[config.mk]
export PLATFORM = sky130hd
export DESIGN_NAME = result_streamer
export DESIGN_NICKNAME = d
export VERILOG_FILES = /design/src/rtl/result_streamer.sv
export SDC_FILE = /design/constraint.sdc
export NUM_CORES = 1
export LEC_CHECK = 0
export CAP_MARGIN = 0
export CORE_MARGIN = 1.5
export CORE_UTILIZATION = 48
export CTS_BUF_LIST = sky130_fd_sc_hd__clkbuf_8
export DETAILED_ROUTE_END_ITERATION = 12
export DONT_BUFFER_PORTS = 1
export PLACE_DENSITY_LB_ADDON = 0.3
export SLEW_MARGIN = 20
export SYNTH_ARGS = -nofsm -noshare
export SYNTH_HDL_FRONTEND = slang
export SYNTH_SLANG_ARGS = --single-unit
[constraint.sdc]
create_clock -name CLK -period 19.9 [get_ports CLK]
set_input_delay 3.98 -clock CLK [delete_from_list [all_inputs] [get_ports CLK]]
set_output_delay 3.98 -clock CLK [all_outputs]
set_load 0.01 [all_outputs]
[src/rtl/result_streamer.sv]
// Drain stage: snapshots the processor result matrix on a done rising edge and
// streams it row-major over valid/ready. Optional trailer beat: RESULT_STREAMER_CHECKSUM_EN.
module result_streamer #(
  parameter int unsigned WIDTH = 4,
  parameter int unsigned IDX_W = (WIDTH > 1) ? $clog2(WIDTH) : 1
) (
  input  logic                                CLK,
  input  logic                                RST,
  input  logic                                done,
  input  logic [0:WIDTH-1][0:WIDTH-1][31:0]   result,
  output logic                                out_valid,
  input  logic                                out_ready,
  output logic [31:0]                         out_data,
  output logic [IDX_W-1:0]                    out_row,
  output logic [IDX_W-1:0]                    out_col,
  output logic                                out_last,
  output logic                                busy,
  output logic                                overrun
);

  localparam int unsigned NELEM = WIDTH * WIDTH;
  localparam int unsigned CNT_W = $clog2(NELEM + 1);
`ifdef RESULT_STREAMER_CHECKSUM_EN
  localparam int unsigned LAST_K = NELEM;
  localparam logic [CNT_W-1:0] DATA_END = CNT_W'(NELEM - 1);
`else
  localparam int unsigned LAST_K = NELEM - 1;
`endif
  localparam logic [CNT_W-1:0] LAST_CNT = CNT_W'(LAST_K);

  typedef enum logic {IDLE, STREAM} state_t;

  state_t                            state;
  logic                              done_q;
  logic                              start;
  logic                              accept;
  logic [CNT_W-1:0]                  cnt;
  logic [CNT_W-1:0]                  nxt_cnt;
  logic [IDX_W-1:0]                  nxt_row;
  logic [IDX_W-1:0]                  nxt_col;
  logic [0:WIDTH-1][0:WIDTH-1][31:0] shadow;
`ifdef RESULT_STREAMER_CHECKSUM_EN
  logic [31:0]                       sum;
`endif

  assign start   = done & ~done_q;
  assign accept  = out_valid & out_ready;
  assign nxt_cnt = cnt + CNT_W'(1);
  assign nxt_row = IDX_W'(nxt_cnt / CNT_W'(WIDTH));
  assign nxt_col = IDX_W'(nxt_cnt % CNT_W'(WIDTH));

  // Snapshot only when a frame is launched; contents are don't-care after reset.
  always_ff @(posedge CLK) begin
    if (state == IDLE && start) shadow <= result;
  end

  // Frame sequencer with registered beat outputs.
  always_ff @(posedge CLK or negedge RST) begin
    if (!RST) begin
      state     <= IDLE;
      done_q    <= 1'b0;
      cnt       <= '0;
      out_valid <= 1'b0;
      out_data  <= '0;
      out_row   <= '0;
      out_col   <= '0;
      out_last  <= 1'b0;
      busy      <= 1'b0;
      overrun   <= 1'b0;
`ifdef RESULT_STREAMER_CHECKSUM_EN
      sum       <= '0;
`endif
    end else begin
      done_q <= done;
      case (state)
        IDLE: begin
          if (start) begin
            state     <= STREAM;
            cnt       <= '0;
            out_valid <= 1'b1;
            out_data  <= result[0][0];
            out_row   <= '0;
            out_col   <= '0;
            out_last  <= (LAST_CNT == '0);
            busy      <= 1'b1;
`ifdef RESULT_STREAMER_CHECKSUM_EN
            sum       <= '0;
`endif
          end
        end
        STREAM: begin
          if (start) overrun <= 1'b1;
          if (accept) begin
            if (cnt == LAST_CNT) begin
              state     <= IDLE;
              out_valid <= 1'b0;
              out_last  <= 1'b0;
              busy      <= 1'b0;
            end else begin
              cnt      <= nxt_cnt;
              out_last <= (nxt_cnt == LAST_CNT);
`ifdef RESULT_STREAMER_CHECKSUM_EN
              sum <= sum + out_data;
              // Trailer carries the running sum plus the element just accepted.
              if (cnt == DATA_END) begin
                out_data <= sum + out_data;
                out_row  <= IDX_W'(WIDTH - 1);
                out_col  <= IDX_W'(WIDTH - 1);
              end else begin
                out_data <= shadow[nxt_row][nxt_col];
                out_row  <= nxt_row;
                out_col  <= nxt_col;
              end
`else
              out_data <= shadow[nxt_row][nxt_col];
              out_row  <= nxt_row;
              out_col  <= nxt_col;
`endif
            end
          end
        end
        default: state <= IDLE;
      endcase
    end
  end

endmodule

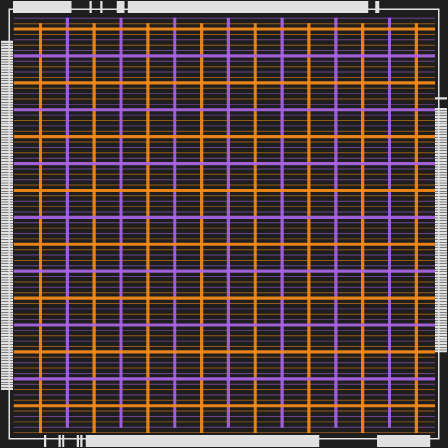
Fig. 1. PDN straps and rails (run 1).
Pins as bars on the die edge.
Purple is VDD. Orange is VSS.
78 met1 rails follow the rows. 15 straps on met5. 556 signal pins sit on the boundary. The core has 77 rows.

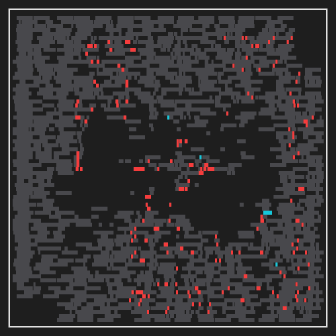
Fig. 2. Gate families picked out (run 1).
Cyan is inv cells, cells 4, most used inv_1. Red is nand cells, cells 181, most used nand2_1, where widely spread.

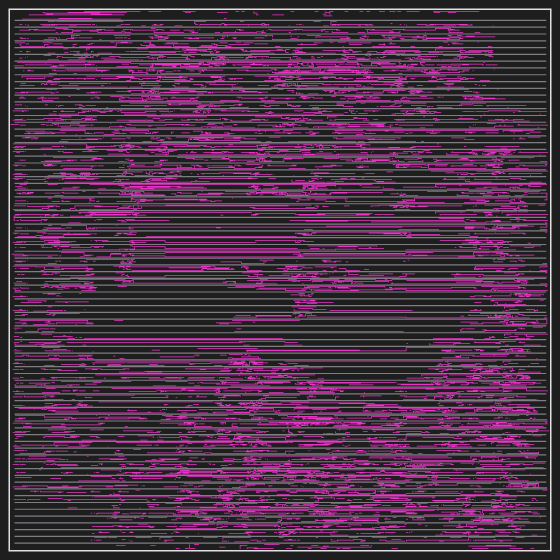
Fig. 3. Met1 routing (run 1).
Supply wires on this layer in gray.
The wires run mostly horizontal. The layer carries 24.4 mm of wire. 1789 nets have wire on it.

==> results.yml, run 1 <==
# physical design summary
status:
  status: "finished, final reports clean"
final_timing:
  fin_crit_sh_pct: 37.0
  clock_skew_ns: 0.0235
  relSlewSlack_pct: 28.9
route:
  dr.pass1.iters: 5
layout:
  layout_top_cell: "edfxtp_1"
  comb_area_sq_um: 4960
yosys:
  edf_count: 512
  topCellsByArea: "edfxtp_1, dfrtp_1, mux4_2, mux2i_1, a211oi_1"
  synth_cell_types: 49
  xor_share_pct: 0.189
  yosysCellCount: 1315
  top_area_cell: "edfxtp_1"
  syn_avg_cell_area_sq_um: 16.6
worst_setup_path:
  crit_path_start: "done"
  startpoint_type: "primary input"
  endpoint: "shadow[417]$_DFFE_PP_"
  rrSetupSlack_ns: 15.17
  path_cells: "or3b_2, clkinv_8, buf_4, buf_4"
  cp-end-kind: "flop"
floorplanning:
  coreArea_sq_um: 44600
clocking:
  cts_setup_buffers: 0
  cts_resized: 0
grt:
  grt_usage_pct: 25.2
## run 1: sequential cells by signal (all words and copies together) (netlist names)
name	flops
out_last	1
cnt	3
state	1
busy	1
overrun	1
shadow	512
done_q	1
out_row	1
out_data	32
out_col	1
## run 1: metrics by stage
| step | std cells | instance area, sq um | hold slack, ns | total power [mW] | setup slack [ns] |
|---|---|---|---|---|---|
| floorplan | 1315 | 21800 | 0.476 | 2.09 | 4.66 |
| global placement | 1831 | 22300 | 0.492 | 2.32 | 11.66 |
| detailed placement | 1831 | 22300 | 0.514 | 2.33 | 11.52 |
| CTS | 1995 | 24000 | 0.529 | 3.28 | 12.24 |
| global route | 2008 | 24100 | 0.567 | 3.40 | 12.37 |
| finish | 2010 | 24100 | 0.523 | 3.26 | 12.54 |
## run 1: power groups by stage
| stage | Combinational, mW | Clock [mW] | Sequential [mW] |
|---|---|---|---|
| finish | 0.824 | 0.948 | 1.49 |
| detailed placement | 0.824 | 0 | 1.51 |
| global placement | 0.812 | 0 | 1.51 |
| global route | 0.890 | 1.01 | 1.49 |
| floorplan | 0.591 | 0 | 1.50 |
| CTS | 0.826 | 0.965 | 1.49 |
## run 1: worst max-delay path, delay by kind of cell
| family | cells | cell delay (ns) |
|---|---|---|
| simple gates | 1 | 0.83 |
| buf+inv | 3 | 2.57 |
## run 1: layer usage
layer  GRT usage [%]  routed length [microns]
met1            34.1                    24400
met2            37.7                    27800
met3            9.43                     6170
met4            8.24                     1470
met5               0                       77
## run 1: layout make-up
type,count,share of cell area [%]
clock buffer,93,5.32
timing repair buffer,17,0.598
clock inverter,71,1.90
sequential,554,68.3
inverter,4,0.114
antenna,14,0.146
multi-input combinational,665,20.6
tap,592,3.08
Fig. 4: run 1, clock wiring as the flow saved it
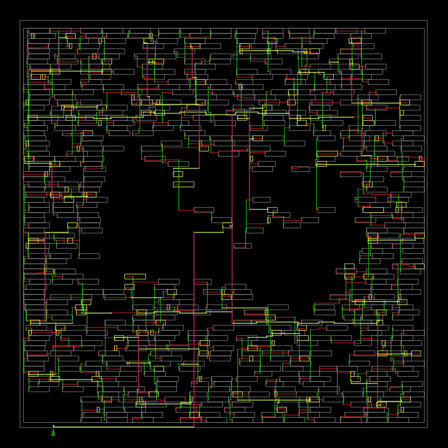

## Run 2: what changed since run 1
==> constraint.sdc (replaced) <==
create_clock -name CLK -period 7 [get_ports CLK]
set_input_delay 1.4 -clock CLK [delete_from_list [all_inputs] [get_ports CLK]]
set_output_delay 1.4 -clock CLK [all_outputs]
set_load 0.01 [all_outputs]
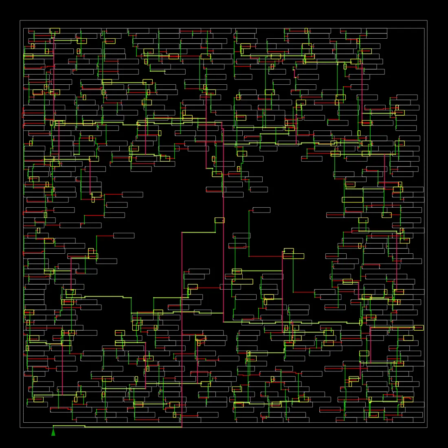
Fig. 5. Clock wiring as the flow saved it (run 2).
clock buffers: 94
Sinks on Clock Net: 554
Clock Skews: 0.0328 ns
total CTS buffers: 88
sequential cells: 554

==> results.yml, run 2 <==
# physical design summary
final_timing:
  finalCriticalPeriod_ns: 4.00
  hold_ws_ns: 0.419
  fin_crit_sh_pct: 57.2
  finalMaxSlewViolations: 0
run:
  tool_warnings: 34
grt:
  grt_usage_pct: 26.0
layout:
  reg_top3: "shadow (512), out_data (32), cnt (3)"
  largest_reg_flops: 512
  final_cells: 2014
  top_register: "shadow"
  fillCellCount: 3579
worst_setup_path:
  rrSetupSlack_ns: 3.00
  cp-end-kind: "flop"
  crit_path_start: "out_col[0]$_DFFE_PN0P_"
  startpoint_type: "flop"
yosys:
  topCellsByArea: "edfxtp_1, dfrtp_1, mux4_2, mux2i_1, a211oi_1"
  ys_seq_share_pct: 75.2
  edf_count: 512
  top_area_cell: "edfxtp_1"
  xor_share_pct: 0.189
  yosysCellCount: 1315
  syn_avg_cell_area_sq_um: 16.6
  synth_cell_types: 49
floorplanning:
  ios: 556
  coreArea_sq_um: 44600
place:
  dpl.cell_count: 1832
  pre_cts_ws_ns: 2.88
clocking:
  cts_tree: "done"
  cts_resized: 0
status:
  status: "finished, final reports clean"
route:
  dr.pass1.iters: 5
## run 2: cell counts after synthesis
Identical to the previous run, type by type.
## run 2: per-layer routing
metal  wire (microns)  GRT usage (%)  share of wire, %  up-vias
li1                 -              -                 -     5284
met1            25800           36.0                41     6260
met2            28200           38.3                45      737
met3             6690           9.73                11      115
met4             1490           8.17               2.4       12
met5               81              0              0.13        -
## run 2: cell type report
| class | instances | area, sq um | area share (%) |
|---|---|---|---|
| Timing Repair Buffer | 17 | 153 | 0.635 |
| Inverter | 4 | 18.8 | 0.0781 |
| Clock buffer | 94 | 1290 | 5.38 |
| Antenna cell | 19 | 47.5 | 0.198 |
| Tap cell | 592 | 741 | 3.08 |
| Multi-Input combinational cell | 665 | 4960 | 20.6 |
| Sequential cell | 554 | 16400 | 68.4 |
| Clock inverter | 69 | 380 | 1.58 |
## run 2: power breakdown
group	total, mW	internal [mW]	leakage, nW	switching (mW)
combinational	2.29	0.779	1.68	1.51
sequential	4.27	3.96	5.11	0.313
clock	2.62	1.36	0.988	1.27
## run 2: critical path: stages, from the launching register on
cell and delay, ns:
dfrtp_4 0.74, buf_4 0.76, clkinv_1 0.22, ha_1 0.35, nor2b_1 0.35, nand3_1 0.79, a311o_1 0.62, nand4_1 0.09
## run 2: cell families after synthesis
group / after synthesis
DFF: 554
and+or+nand+nor: 287
AOI/OAI and AO/OA: 271
muxes: 101
buffers and inverters: 96
xor gates and xnor gates: 3
adders and majority gates: 3
## run 2: metrics by stage
| stage | cell area [sq um] | util, % | power [mW] |
|---|---|---|---|
| floorplan | 21900 | - | 5.91 |
| global placement | 22300 | 50.0 | 6.58 |
| detailed placement | 22300 | 50.0 | 6.62 |
| CTS | 24000 | 53.8 | 9.24 |
| global route | 24000 | 53.8 | 9.55 |
| finish | 24000 | 53.9 | 9.18 |
Fig. 6: run 2, gate families picked out
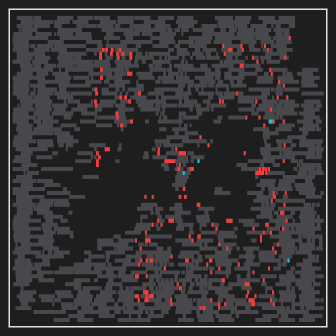

## Run 3: what changed since run 2
==> constraint.sdc (replaced) <==
create_clock -name CLK -period 3.4 [get_ports CLK]
set_input_delay 0.68 -clock CLK [delete_from_list [all_inputs] [get_ports CLK]]
set_output_delay 0.68 -clock CLK [all_outputs]
set_load 0.01 [all_outputs]
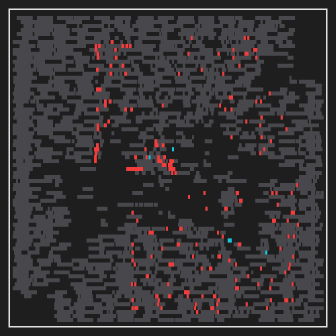
Fig. 7. Gate families picked out (run 3).
Cyan is inv cells, cells 4, most used inv_1. Red is nand cells, cells 181, most used nand2_1.

==> results.yml, run 3 <==
# physical design summary
route:
  wl_met1_microns: 26300
  wl_met2_microns: 28200
  top_layer_used: "met5"
layout:
  largest_reg_flops: 512
  fillCellCount: 3501
  final_cells: 2035
  top_register: "shadow"
yosys:
  syn_avg_cell_area_sq_um: 16.6
  synth_cell_types: 49
  yosysCellCount: 1315
  top_area_cell: "edfxtp_1"
  edf_count: 512
power_and_ir_drop:
  swShare_pct: 34.3
  power.total_mw: 18.9
  share_seq_of_total_power_pct: 45.9
  p_switching_mw: 6.48
  p_int_mw: 12.4
place:
  placed_area_sq_um: 22500
  dpl.cell_count: 1848
final_timing:
  clock_skew_ns: 0.0288
  fin_crit_sh_pct: 85.9
  finalCriticalPeriod_ns: 2.92
clocking:
  cts_sinks: 554
grt:
  grt_usage_pct: 26.4
  grt.busiest_layer: "met2"
status:
  status: "finished, final reports clean"
worst_setup_path:
  startpoint_type: "flop"
floorplanning:
  coreArea_sq_um: 44600
  ios: 556
## run 3: cell families after synthesis
logic type / Yosys count / share of synthesized area [%]
AND-OR/OR-AND: 271 / 9.04
XOR/XNOR: 3 / 0.189
adder cells (fa/ha/maj): 3 / 0.172
buffers and inverters: 96 / 2.23
flip-flops: 554 / 75.2
multiplexers: 101 / 6.59
AND/OR/NAND/NOR: 287 / 6.59
## run 3: power by group through the flow
stage,Combinational [mW],Sequential (mW),Clock (mW)
6_report,5.01,8.68,5.21
5_1_grt,5.41,8.71,5.62
4_1_cts,5.01,8.68,5.34
3_5_place_dp,4.99,8.82,0
3_3_place_gp,4.96,8.81,0
2_1_floorplan,3.46,8.71,0
## run 3: area by class of cell
class                      count  area (sq um)  area share, %
sequential                   554         16400           67.8
multi-input combinational    665          4960           20.5
clock buffer                  92          1270           5.23
tap                          592           741           3.06
timing repair buffer          36           420           1.74
clock inverter                72           339           1.40
antenna                       20          50.0          0.207
inverter                       4          18.8         0.0775
## run 3: worst max-delay path, stage by stage, from the launching register on
cell	delay (ns)
dfrtp_4	0.42
buf_4	0.39
nand3_1	0.26
xor2_4	0.28
buf_4	0.35
mux4_2	0.39
a22oi_1	0.50
a31oi_1	0.17
## run 3: final timing paths
kind	from	endpoint	slack (ns)	depth (start not counted)
max in group asynchronous	RST	out_col[0]$_DFFE_PN0P_	2.60	2
worst max-delay path	out_col[0]$_DFFE_PN0P_	out_data[1]$_DFFE_PN0P_	0.48	7
min in group asynchronous	RST	out_data[28]$_DFFE_PN0P_	0.53	2
worst min-delay path	result[124]	shadow[124]$_DFFE_PP_	0.09	0
worst min register to register	cnt[4]$_DFFE_PN0P_	cnt[4]$_DFFE_PN0P_	0.54	2
worst max register to register	out_col[0]$_DFFE_PN0P_	out_data[1]$_DFFE_PN0P_	0.48	7
Power figures rest on the tool's default switching activity, not on a simulated workload.
